### Placement view, run 1

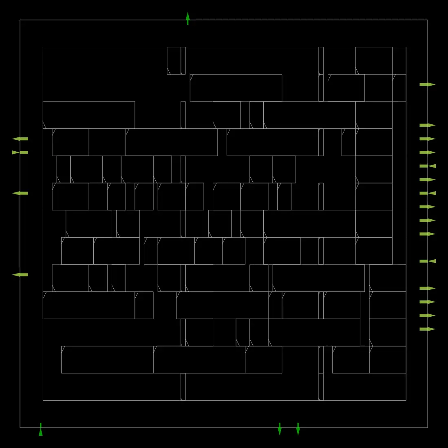
### Clock network drawn from the DEF, run 1

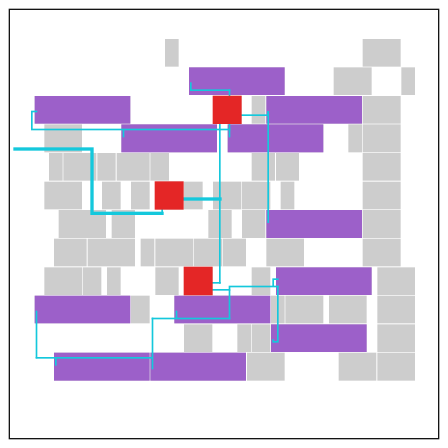
### Layout detail, run 1

Scale bar: 10 microns. Window x 8 to 33, y 0 to 25 microns. Cells in gray, sequential cells in the stronger gray; small squares are vias.
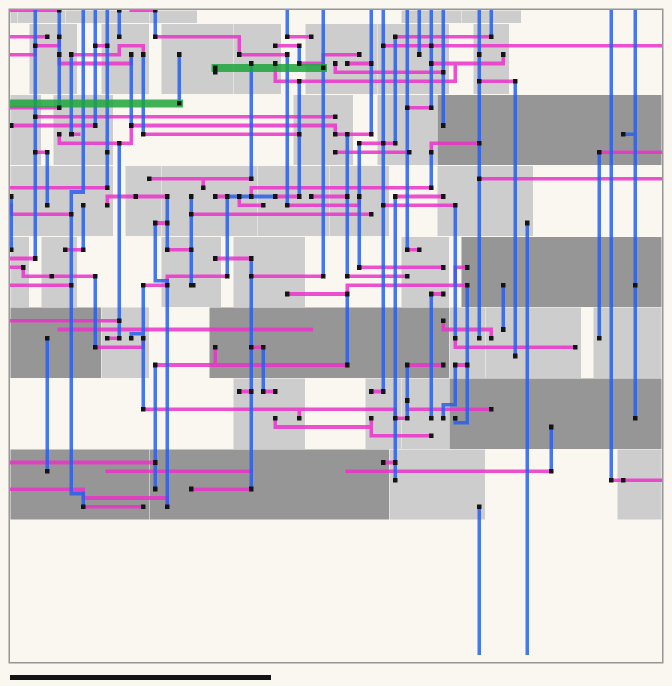
### Selected gate families, run 1

Scale bar: 10 microns.
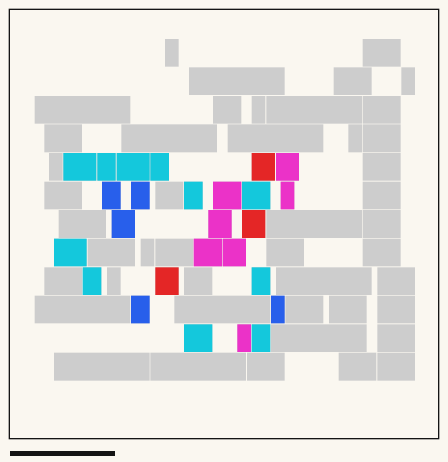
## src/rtl/mult_seq_ctrl.sv

```systemverilog
// mult_seq_ctrl: sequencer for the shift-add micro multiplier datapath.
//   A start strobe in IDLE launches LOAD, then N rounds of EVAL -> (ADD) -> SHIFT,
//   then a single-cycle DONE that loads the product register and pulses done.
// Ports:
//   sys_clk, sys_rst       clock (rising) / asynchronous active-high reset
//   start                  launch request, only looked at in IDLE
//   flag, sr_zero          datapath status: multiplier LSB, shift register empty
//   busy, done             status to the pins
//   enA enB ABsel enDPO    operand / product register controls
//   sr_c1 sr_c0 enSR SRsel shift-register mode, enable, load source
//   alu_c2..alu_c0 enACC clrACC  ALU op and accumulator controls
//   bit_cnt                multiplier bits already processed
// Build option: define EARLY_EXIT_EN to finish as soon as the shift register
//   empties (checked in EVAL); otherwise sr_zero is ignored.
module mult_seq_ctrl #(
  parameter int N     = 4,
  parameter int CNT_W = $clog2(N) + 1
) (
  input  logic             sys_clk,
  input  logic             sys_rst,
  input  logic             start,
  input  logic             flag,
  input  logic             sr_zero,
  output logic             busy,
  output logic             done,
  output logic             enA,
  output logic             enB,
  output logic             ABsel,
  output logic             enDPO,
  output logic             sr_c1,
  output logic             sr_c0,
  output logic             enSR,
  output logic             SRsel,
  output logic             alu_c2,
  output logic             alu_c1,
  output logic             alu_c0,
  output logic             enACC,
  output logic             clrACC,
  output logic [CNT_W-1:0] bit_cnt
);

  typedef enum logic [2:0] {
    S_IDLE, S_LOAD, S_EVAL, S_ADD, S_SHIFT, S_DONE
  } state_t;

  state_t      state, nxt;
  logic [14:0] strb_q;

`ifndef EARLY_EXIT_EN
  logic unused_sr_zero;
  assign unused_sr_zero = sr_zero;
`endif

  // Strobe image of a state; registered together with the state so every output
  // is a flop that always matches the state register.
  function automatic logic [14:0] decode(input state_t s);
    logic b_busy, b_done, b_ena, b_enb, b_absel, b_endpo, b_c1, b_c0, b_ensr, b_srsel;
    logic b_a2, b_a1, b_a0, b_enacc, b_clracc;
    {b_busy, b_done, b_ena, b_enb, b_absel, b_endpo, b_c1, b_c0, b_ensr, b_srsel,
     b_a2, b_a1, b_a0, b_enacc, b_clracc} = '0;
    b_busy = (s != S_IDLE);
    case (s)
      S_LOAD:  begin
        b_ena = 1'b1; b_enb = 1'b1; b_ensr = 1'b1; b_c1 = 1'b1;
        b_srsel = 1'b1; b_clracc = 1'b1;
      end
      S_ADD:   begin b_a0 = 1'b1; b_enacc = 1'b1; end
      S_SHIFT: begin b_ensr = 1'b1; b_c0 = 1'b1; b_ena = 1'b1; b_absel = 1'b1; end
      S_DONE:  begin b_endpo = 1'b1; b_done = 1'b1; end
      default: ;
    endcase
    return {b_busy, b_done, b_ena, b_enb, b_absel, b_endpo, b_c1, b_c0, b_ensr, b_srsel,
            b_a2, b_a1, b_a0, b_enacc, b_clracc};
  endfunction

  always_comb begin
    nxt = state;
    case (state)
      S_IDLE:  if (start) nxt = S_LOAD;
      S_LOAD:  nxt = S_EVAL;
`ifdef EARLY_EXIT_EN
      // Nothing left to add once the multiplier has shifted out to zero.
      S_EVAL:  nxt = sr_zero ? S_DONE : (flag ? S_ADD : S_SHIFT);
`else
      S_EVAL:  nxt = flag ? S_ADD : S_SHIFT;
`endif
      S_ADD:   nxt = S_SHIFT;
      // Compare the pre-increment count: this SHIFT retires the last bit.
      S_SHIFT: nxt = (bit_cnt == CNT_W'(N - 1)) ? S_DONE : S_EVAL;
      S_DONE:  nxt = S_IDLE;
      default: nxt = S_IDLE;
    endcase
  end

  always_ff @(posedge sys_clk or posedge sys_rst) begin
    if (sys_rst) begin
      state   <= S_IDLE;
      strb_q  <= '0;
      bit_cnt <= '0;
    end else begin
      state  <= nxt;
      strb_q <= decode(nxt);
      if (state == S_LOAD)       bit_cnt <= '0;
      else if (state == S_SHIFT) bit_cnt <= bit_cnt + 1'b1;
    end
  end

  assign {busy, done, enA, enB, ABsel, enDPO, sr_c1, sr_c0, enSR, SRsel,
          alu_c2, alu_c1, alu_c0, enACC, clrACC} = strb_q;

endmodule
```

## config.mk

```make
export PLATFORM = sky130hd
export DESIGN_NAME = mult_seq_ctrl
export DESIGN_NICKNAME = d
export VERILOG_FILES = /design/src/rtl/mult_seq_ctrl.sv
export SDC_FILE = /design/constraint.sdc
export NUM_CORES = 1
export LEC_CHECK = 0
export CORE_MARGIN = 2
export CORE_UTILIZATION = 45
export DETAILED_ROUTE_END_ITERATION = 10
export GPL_TIMING_DRIVEN = 1
export PLACE_DENSITY = 0.81
export RECOVER_POWER = 25
export SYNTH_ARGS = -nofsm -noshare
export SYNTH_HDL_FRONTEND = slang
export SYNTH_SLANG_ARGS = --single-unit
```

## constraint.sdc

```tcl
create_clock -name sys_clk -period 2.48 [get_ports sys_clk]
set_input_delay 0.248 -clock sys_clk [delete_from_list [all_inputs] [get_ports sys_clk]]
set_output_delay 0.248 -clock sys_clk [all_outputs]
set_load 0.03 [all_outputs]
```

==> flow_metrics.env, run 1 <==
# flow metrics
export IMPL_run_status="finished clean"
export IMPL_enable_flop_cells=0
export IMPL_clockNetworkPower_uw=114
export IMPL_critPathBufInv=1
export IMPL_drcViolationCount=0
export IMPL_num_nets_final=80
export IMPL_path_max_fanout=5
export IMPL_floorplan_core_area_sq_mm=0.00128
export IMPL_place_congestion=0.702
export IMPL_start_kind="flop"
export IMPL_synth_area_mux_share=0.0164
export IMPL_drtPass1Iterations=4
export IMPL_grt_usage=0.152
export IMPL_power_sequential_fraction=0.372
export IMPL_hp_class="input port to async pin"
export IMPL_worst_clock_skew_ns=0.000480
export IMPL_comb_power_share=0.510
export IMPL_power_report_internal_total_uw=534
export IMPL_grt_first_pass_wirelength_mm=1.61
export IMPL_synth_cellmix_adderShare=0.0411
export IMPL_total_clock_buffers_created_by_cts=3
export IMPL_drtIter0Drc=3
export IMPL_cp_data_arrival_time_ns=1.37
export IMPL_reg2reg_slack_ns=1.14
export IMPL_rsz0062_at_grt="false"
export IMPL_drive_gt1_frac=0.0704
export IMPL_final_period_minus_worst_setup_slack_ns=1.62
export IMPL_synth_warning_count=0
export IMPL_fp_dieW_microns=40.8
export IMPL_routed_via_density=5.06
export IMPL_vdd_ir_drop_max_mv=0.458
export IMPL_number_of_standard_cells_reported_by_yosys=60
export IMPL_ys_types=23
export IMPL_dieArea_sq_mm=0.00166
export IMPL_fin_total_pwr_uw=975
export IMPL_post_place_ws_ns=1.15
export IMPL_grt_antenna_before_repair=0
export IMPL_finalHoldWorstSlack_ns=0.425
export IMPL_clock_tree_sinks=12
export IMPL_dominant_kind_of_combinational_cell="buffers and inverters"
export IMPL_area_growth_synth_to_final_pct=24.6
export IMPL_critical_path_top_delay_family="buffers and inverters"
export IMPL_numSynthFlops=12
Back to the opening pictures, 'Placement view':
number of fill cells: 114
final standard cell utilization of the core: 0.591
final non-filler cell total: 86
Tap Count: 15

Back to the opening pictures, 'Clock network drawn from the DEF':
Key: clock wires = cyan [length 136 microns]; clock-net drivers = red [count 3]; flip-flops = purple [count 12]
There are 4 routed clock nets.

Back to the opening pictures, 'Layout detail':
Key: M3 = green; M2 = blue; M1 = magenta
Sequential cells in the window: 6. Netlist names of flops here include `strb_q` (4), `state` (2). 34 logic cells have their middle in the window. Most frequent: dfrtp_1 (6), nand3_1 (3), clkdlybuf4s50_1 (3).

Back to the opening pictures, 'Selected gate families':
Key: nand cells = blue [cells 5, most used nand3_1]; and/or cells = red [cells 3, most used and3_1]; aoi and oai cells = cyan [cells 11, most used o21ai_1]; nor cells = magenta [cells 7, where middle]

[run 1: placed cells by master, fill, tap and decap left out]
cell / n
sky130_fd_sc_hd__clkdlybuf4s50_1: 18
sky130_fd_sc_hd__dfrtp_1: 12
sky130_fd_sc_hd__inv_1: 5
sky130_fd_sc_hd__o21ai_1: 4
sky130_fd_sc_hd__nand3_1: 3
sky130_fd_sc_hd__o311ai_1: 3
sky130_fd_sc_hd__clkbuf_4: 3
sky130_fd_sc_hd__nor2_2: 2
sky130_fd_sc_hd__nor3b_1: 2
sky130_fd_sc_hd__and3_1: 2
sky130_fd_sc_hd__nor2_1: 2
sky130_fd_sc_hd__ha_1: 2
sky130_fd_sc_hd__conb_1: 2
sky130_fd_sc_hd__nand2b_1: 1
sky130_fd_sc_hd__a311o_1: 1
sky130_fd_sc_hd__nor2b_1: 1
sky130_fd_sc_hd__a211oi_1: 1
sky130_fd_sc_hd__o21ai_0: 1
sky130_fd_sc_hd__o21bai_1: 1
sky130_fd_sc_hd__and2_1: 1
sky130_fd_sc_hd__nand2_1: 1
sky130_fd_sc_hd__a21oi_1: 1
sky130_fd_sc_hd__mux2i_1: 1
sky130_fd_sc_hd__dlygate4sd3_1: 1
[run 1: registers in the layout (all words and copies together), names as in the netlist]
register / cells
bit_cnt: 3
strb_q: 6
state: 3
[run 1: area by class of cell]
class                      count  area [sq um]
sequential                    12           300
multi-input combinational     32           209
tap                           15          18.8
timing repair buffer          19           190
inverter                       5          18.8
clock buffer                   3          22.5
fill                         114           526
[run 1: per-layer routing]
layer / share of wire / up-vias / wire, microns
met5: 0 / - / 0
met4: 0 / 0 / 0
met3: 0.077 / 0 / 80
met2: 0.49 / 21 / 505
met1: 0.44 / 195 / 452
li1: - / 219 / -
## Run 2: what changed since run 1
--- a/config.mk
+++ b/config.mk
@@ -6,10 +6,10 @@
 export NUM_CORES = 1
 export LEC_CHECK = 0
 export CORE_MARGIN = 2
-export CORE_UTILIZATION = 45
+export CORE_UTILIZATION = 37
 export DETAILED_ROUTE_END_ITERATION = 10
 export GPL_TIMING_DRIVEN = 1
-export PLACE_DENSITY = 0.81
+export PLACE_DENSITY = 0.72
 export RECOVER_POWER = 25
 export SYNTH_ARGS = -nofsm -noshare
 export SYNTH_HDL_FRONTEND = slang
==> constraint.sdc (replaced) <==
create_clock -name sys_clk -period 1.4 [get_ports sys_clk]
set_input_delay 0.14 -clock sys_clk [delete_from_list [all_inputs] [get_ports sys_clk]]
set_output_delay 0.14 -clock sys_clk [all_outputs]
set_load 0.03 [all_outputs]
==> flow_metrics.env, run 2 <==
# flow metrics
export IMPL_number_of_standard_cells_reported_by_yosys=60
export IMPL_floorplan_core_area_sq_mm=0.00152
export IMPL_power_sequential_fraction=0.359
export IMPL_run_status="finished clean"
export IMPL_layout_top_cells="16 x sky130_fd_sc_hd__dlygate4sd2_1, 12 x sky130_fd_sc_hd__dfrtp_1, 5 x sky130_fd_sc_hd__inv_1"
export IMPL_total_clock_buffers_created_by_cts=3
export IMPL_grt_antenna_before_repair=0
export IMPL_dieArea_sq_mm=0.00199
export IMPL_ys_types=23
export IMPL_registers_with_the_highest_flip_flop_counts="strb_q (6), bit_cnt (3), state (3)"
export IMPL_drcViolationCount=0
export IMPL_num_nets_final=81
export IMPL_power_report_internal_total_uw=915
export IMPL_clock_tree_sinks=12
export IMPL_fin_total_pwr_uw=1710
export IMPL_largest_register_ff_count=6
export IMPL_comb_power_share=0.480
export IMPL_worst_clock_skew_ns=0.000457
export IMPL_drive_gt1_frac=0.0959
export IMPL_rsz0062_at_grt="false"
export IMPL_synth_warning_count=0
export IMPL_final_period_minus_worst_setup_slack_ns=1.25
export IMPL_hp_class="input port to async pin"
export IMPL_area_growth_synth_to_final_pct=25.1
export IMPL_grt_usage=0.125
export IMPL_gr_max_usage_layer="met2"
export IMPL_path_max_fanout=5
export IMPL_start_kind="flop"
export IMPL_dr_total_vias=429
export IMPL_reg2reg_slack_ns=0.15
export IMPL_regMostFlops="strb_q"
export IMPL_critPathBufInv=0
export IMPL_enable_flop_cells=0
export IMPL_drtIter0Drc=7
export IMPL_vdd_ir_drop_max_mv=1.17
export IMPL_gr_total_overflow=0
export IMPL_place_congestion=0.830
export IMPL_critical_path_top_delay_family="flip-flops"
export IMPL_cp_data_arrival_time_ns=1.41
export IMPL_grt_first_pass_wirelength_mm=1.79
export IMPL_numSynthFlops=12
export IMPL_drtPass1Iterations=2
export IMPL_netlist_top_cells_count="12 x sky130_fd_sc_hd__dfrtp_1, 10 x sky130_fd_sc_hd__buf_4, 5 x sky130_fd_sc_hd__inv_1"
run 2: worst min-delay path by stage:
stage	start	endpoint	slack, ns
2_1_floorplan	sys_rst	bit_cnt[0]$_DFFE_PP0P_	0.005
3_3_place_gp	sys_rst	strb_q[10]$_DFF_PP0_	0.47
3_5_place_dp	sys_rst	strb_q[10]$_DFF_PP0_	0.48
4_1_cts	sys_rst	strb_q[12]$_DFF_PP0_	0.18
5_1_grt	sys_rst	strb_q[12]$_DFF_PP0_	0.36
6_report	sys_rst	strb_q[10]$_DFF_PP0_	0.30
run 2: power groups by stage:
stage          logic (uW)  clock network (uW)  registers, uW
2_1_floorplan         576                   0            718
3_3_place_gp          916                   0            617
3_5_place_dp          925                   0            624
4_1_cts               828                 282            613
5_1_grt               891                 295            643
6_report              819                 274            613
run 2: through the flow:
stage	hold slack [ns]	utilization	setup WS, ns	instances
after floorplan	0.00470	-	0.0493	61
after global placement	0.466	0.489	0.145	85
after detailed placement	0.476	0.489	0.157	85
after CTS	0.176	0.500	0.139	89
after global routing	0.362	0.500	0.0736	89
final	0.301	0.500	0.148	89
run 2: per-layer routing:
layer  wire [microns]  part of all wire
met1              479              0.47
met2              476              0.47
met3               65             0.064
met4                0                 0
met5                0                 0
run 2: logic make-up after synthesis:
kind of cell,synth area share
fa+ha+maj,0.0411
mux,0.0164
simple gates,0.140
buf+inv,0.170
other cells,0.00615
compound gates,0.133
flops,0.493
run 2: final cells by class:
type,instances,area (sq um)
Clock buffer,4,36.3
Fill cell,149,762
Sequential cell,12,300
Multi-Input combinational cell,32,209
Tap cell,16,20.0
Inverter,5,18.8
Timing Repair Buffer,20,178
run 2: repair_timing:
item                                    in CTS  in global routing
endpoints found under the setup margin      16                  0
resized                                     16                  0
hold endpoints to repair                     0                  0
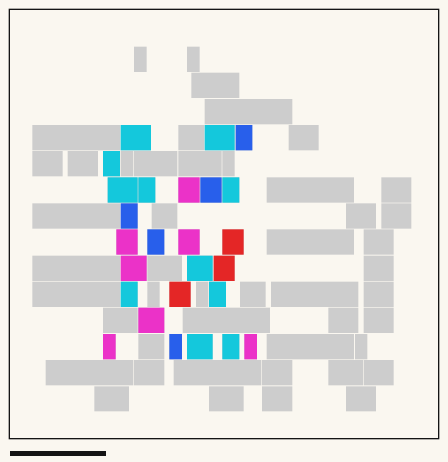
*Selected gate families, run 2*
Scale bar: 10 microns.
Key: aoi and oai cells = cyan [cells 11, most used o21ai_1]; nand cells = blue [cells 5, most used nand3_1, where middle]; and/or cells = red [cells 3, most used and3_1]; nor cells = magenta [cells 7]

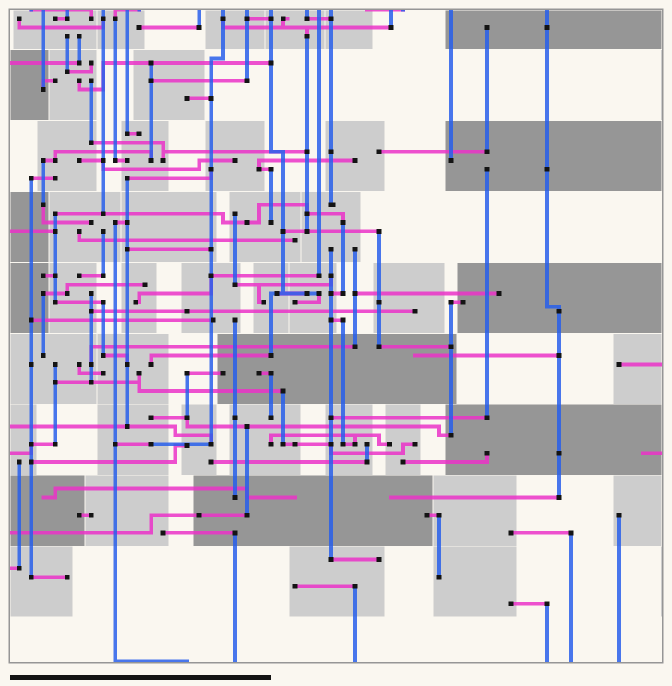
*Layout detail, run 2*
Scale bar: 10 microns. Window x 10 to 35, y 1 to 26 microns. Cells in gray, sequential cells in the stronger gray; small squares are vias.
Key: M1 = magenta; M2 = blue
Sequential cells in the window: 6. Most frequent: dfrtp_1 (6), dlygate4sd2_1 (4), o21ai_1 (3). 42 logic cells have their middle in the window. Netlist names of flops here include `strb_q` (5), `state` (1).

## Run 3: what changed since run 2
--- a/config.mk
+++ b/config.mk
@@ -8,6 +8,7 @@
 export CORE_MARGIN = 2
 export CORE_UTILIZATION = 37
 export DETAILED_ROUTE_END_ITERATION = 10
+export GPL_ROUTABILITY_DRIVEN = 0
 export GPL_TIMING_DRIVEN = 1
 export PLACE_DENSITY = 0.72
 export RECOVER_POWER = 25
==> flow_metrics.env, run 3 <==
# flow metrics
export IMPL_gr_total_overflow=0
export IMPL_grt_first_pass_wirelength_mm=1.79
export IMPL_fin_total_pwr_uw=1710
export IMPL_drcViolationCount=0
export IMPL_met1_wl_microns=479
export IMPL_area_growth_synth_to_final_pct=25.1
export IMPL_num_nets_final=81
export IMPL_ys_types=23
export IMPL_critPathBufInv=0
export IMPL_layout_top_cells="16 x sky130_fd_sc_hd__dlygate4sd2_1, 12 x sky130_fd_sc_hd__dfrtp_1, 5 x sky130_fd_sc_hd__inv_1"
export IMPL_routed_top_layer="met3"
export IMPL_enable_flop_cells=0
export IMPL_dr_total_vias=429
export IMPL_rsz0062_at_grt="false"
export IMPL_slew_violations=0
export IMPL_cp_data_arrival_time_ns=1.41
export IMPL_drtPass1Iterations=2
export IMPL_placed_cells=85
export IMPL_floorplan_core_area_sq_mm=0.00152
export IMPL_placement_cell_area_sq_um=746
export IMPL_cpPeakStageDelay_ns=0.42
export IMPL_run_status="finished clean"
export IMPL_netlist_top_cell_by_instances="sky130_fd_sc_hd__dfrtp_1"
export IMPL_fp_dieW_microns=44.6
export IMPL_numSynthFlops=12
export IMPL_routed_via_density=4.82
export IMPL_layout_cells_non_filler=89
export IMPL_netlist_top_cells_count="12 x sky130_fd_sc_hd__dfrtp_1, 10 x sky130_fd_sc_hd__buf_4, 5 x sky130_fd_sc_hd__inv_1"
export IMPL_lay_top_count="sky130_fd_sc_hd__dlygate4sd2_1"
export IMPL_grt_usage=0.125
export IMPL_final_period_minus_worst_setup_slack_ns=1.25
export IMPL_grt_antenna_before_repair=0
export IMPL_wl_met3_microns=65
export IMPL_total_clock_buffers_created_by_cts=3
export IMPL_dieArea_sq_mm=0.00199
export IMPL_number_of_standard_cells_reported_by_yosys=60
export IMPL_worst_clock_skew_ns=0.000457
export IMPL_post_cts_setup_buffer_count=0
export IMPL_routed_wl_met2_microns=476
export IMPL_path_max_fanout=5
export IMPL_registers_with_the_highest_flip_flop_counts="strb_q (6), bit_cnt (3), state (3)"
export IMPL_hp_class="input port to async pin"
export IMPL_vdd_ir_drop_max_mv=1.17
export IMPL_grt_pass1_vias=406
export IMPL_gr_max_usage_layer="met2"
export IMPL_start_kind="flop"
export IMPL_critical_path_top_delay_family="flip-flops"
==> run 3: cell counts after synthesis <==
Identical to the previous run, type by type.
==> run 3: power breakdown <==
group,switching [uW],internal (uW),total [uW]
Clock,116,158,274
Combinational,527,291,819
Sequential,147,466,613
==> run 3: layout make-up <==
| class | instances | area, sq um | area share |
|---|---|---|---|
| Timing Repair Buffer | 20 | 178 | 0.233 |
| Tap cell | 16 | 20.0 | 0.0263 |
| Inverter | 5 | 18.8 | 0.0246 |
| Clock buffer | 4 | 36.3 | 0.0476 |
| Multi-Input combinational cell | 32 | 209 | 0.274 |
| Sequential cell | 12 | 300 | 0.394 |
==> run 3: what timing repair did <==
action,in CTS,in global routing
setup endpoints to repair,16,0
hold buffers,0,0
hold endpoints to repair,0,0
resized,16,0
==> run 3: stage by stage <==
step	setup slack [ns]	utilization	hold slack [ns]
after floorplan	0.0493	-	0.00470
after global placement	0.145	0.489	0.466
after detailed placement	0.157	0.489	0.476
after CTS	0.139	0.500	0.176
after global routing	0.0736	0.500	0.362
final	0.148	0.500	0.301
==> run 3: cells by family (layout without fill, tap and decap cells) <==
logic type,Yosys count,count (layout),synth area share
other,1,2,0.00615
AND-OR/OR-AND,12,12,0.133
AND/OR/NAND/NOR,15,15,0.140
flip-flops,12,12,0.493
buffers and inverters,17,29,0.170
adder cells (fa/ha/maj),2,2,0.0411
multiplexers,1,1,0.0164
==> run 3: path summary, 6_finish.rpt <==
check / end / slack [ns]
min in group sys_clk: strb_q[12]$_DFF_PP0_ / 0.51
setup reg to reg: state[2]$_DFF_PP0_ / 0.15
hold reg to reg: bit_cnt[2]$_DFFE_PP0P_ / 0.55
setup / recovery: state[2]$_DFF_PP0_ / 0.15
hold / removal: strb_q[10]$_DFF_PP0_ / 0.30
max in group asynchronous: bit_cnt[1]$_DFFE_PP0P_ / 0.80
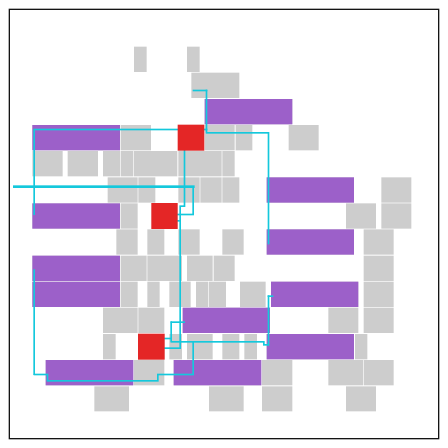
*Clock network drawn from the DEF, run 3*
Key: flip-flops = purple [count 12]; clock wires = cyan [length 156 microns]; clock-net drivers = red [count 3]
There are 4 routed clock nets.

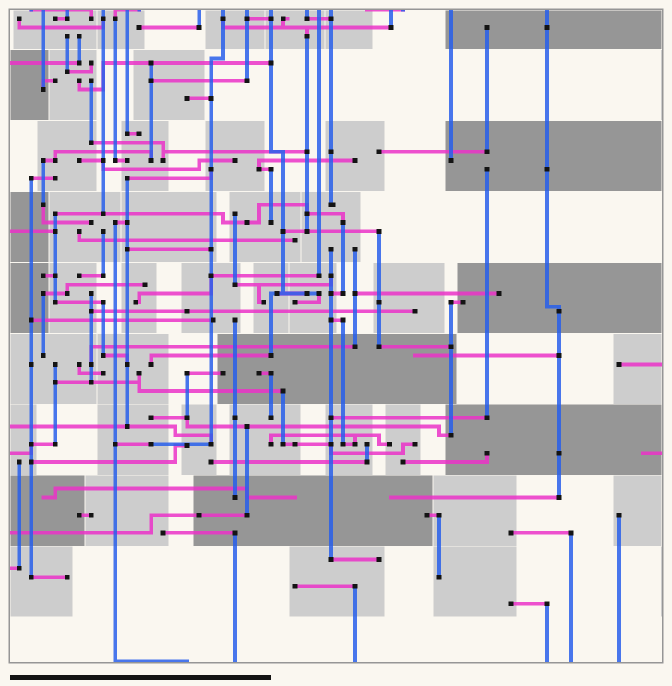
*Layout detail, run 3*
Scale bar: 10 microns. Window x 10 to 35, y 1 to 26 microns. Cells in gray, sequential cells in the stronger gray; small squares are vias.
Key: M1 = magenta; M2 = blue
Most frequent: dfrtp_1 (6), dlygate4sd2_1 (4), o21ai_1 (3). Netlist names of flops here include `strb_q` (5), `state` (1). 42 logic cells have their middle in the window. Sequential cells in the window: 6.


==> notes/layouts.md <==
Pictures saved along the way, in no particular order.

Routed metal per tile.
(a)
The die is cut into 8 by 8 equal tiles; black is low, pale yellow is high, scaled to the fullest tile. Values are wire area over tile area, all layers added.
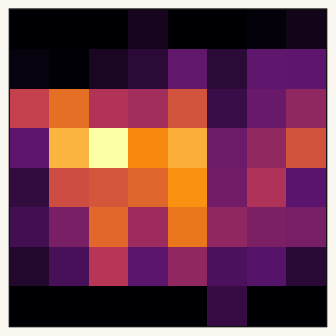
(b)
The die is cut into 9 by 9 equal tiles; black is low, pale yellow is high, scaled to the fullest tile. Values are wire area over tile area, all layers added.
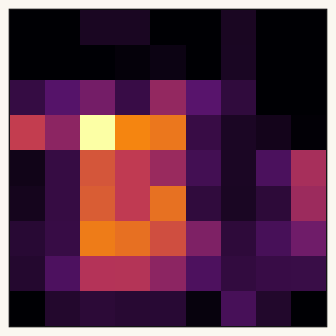
For run 2, see (b).
For run 1, see (a).

Key to (a):
The mean over all tiles is 0.10. The densest ninth of the die: middle. 22% of the tiles are over half the peak. The fullest tile reaches 0.34. 22% of the tiles are nearly empty.

Power and IR drop assume default switching activity.
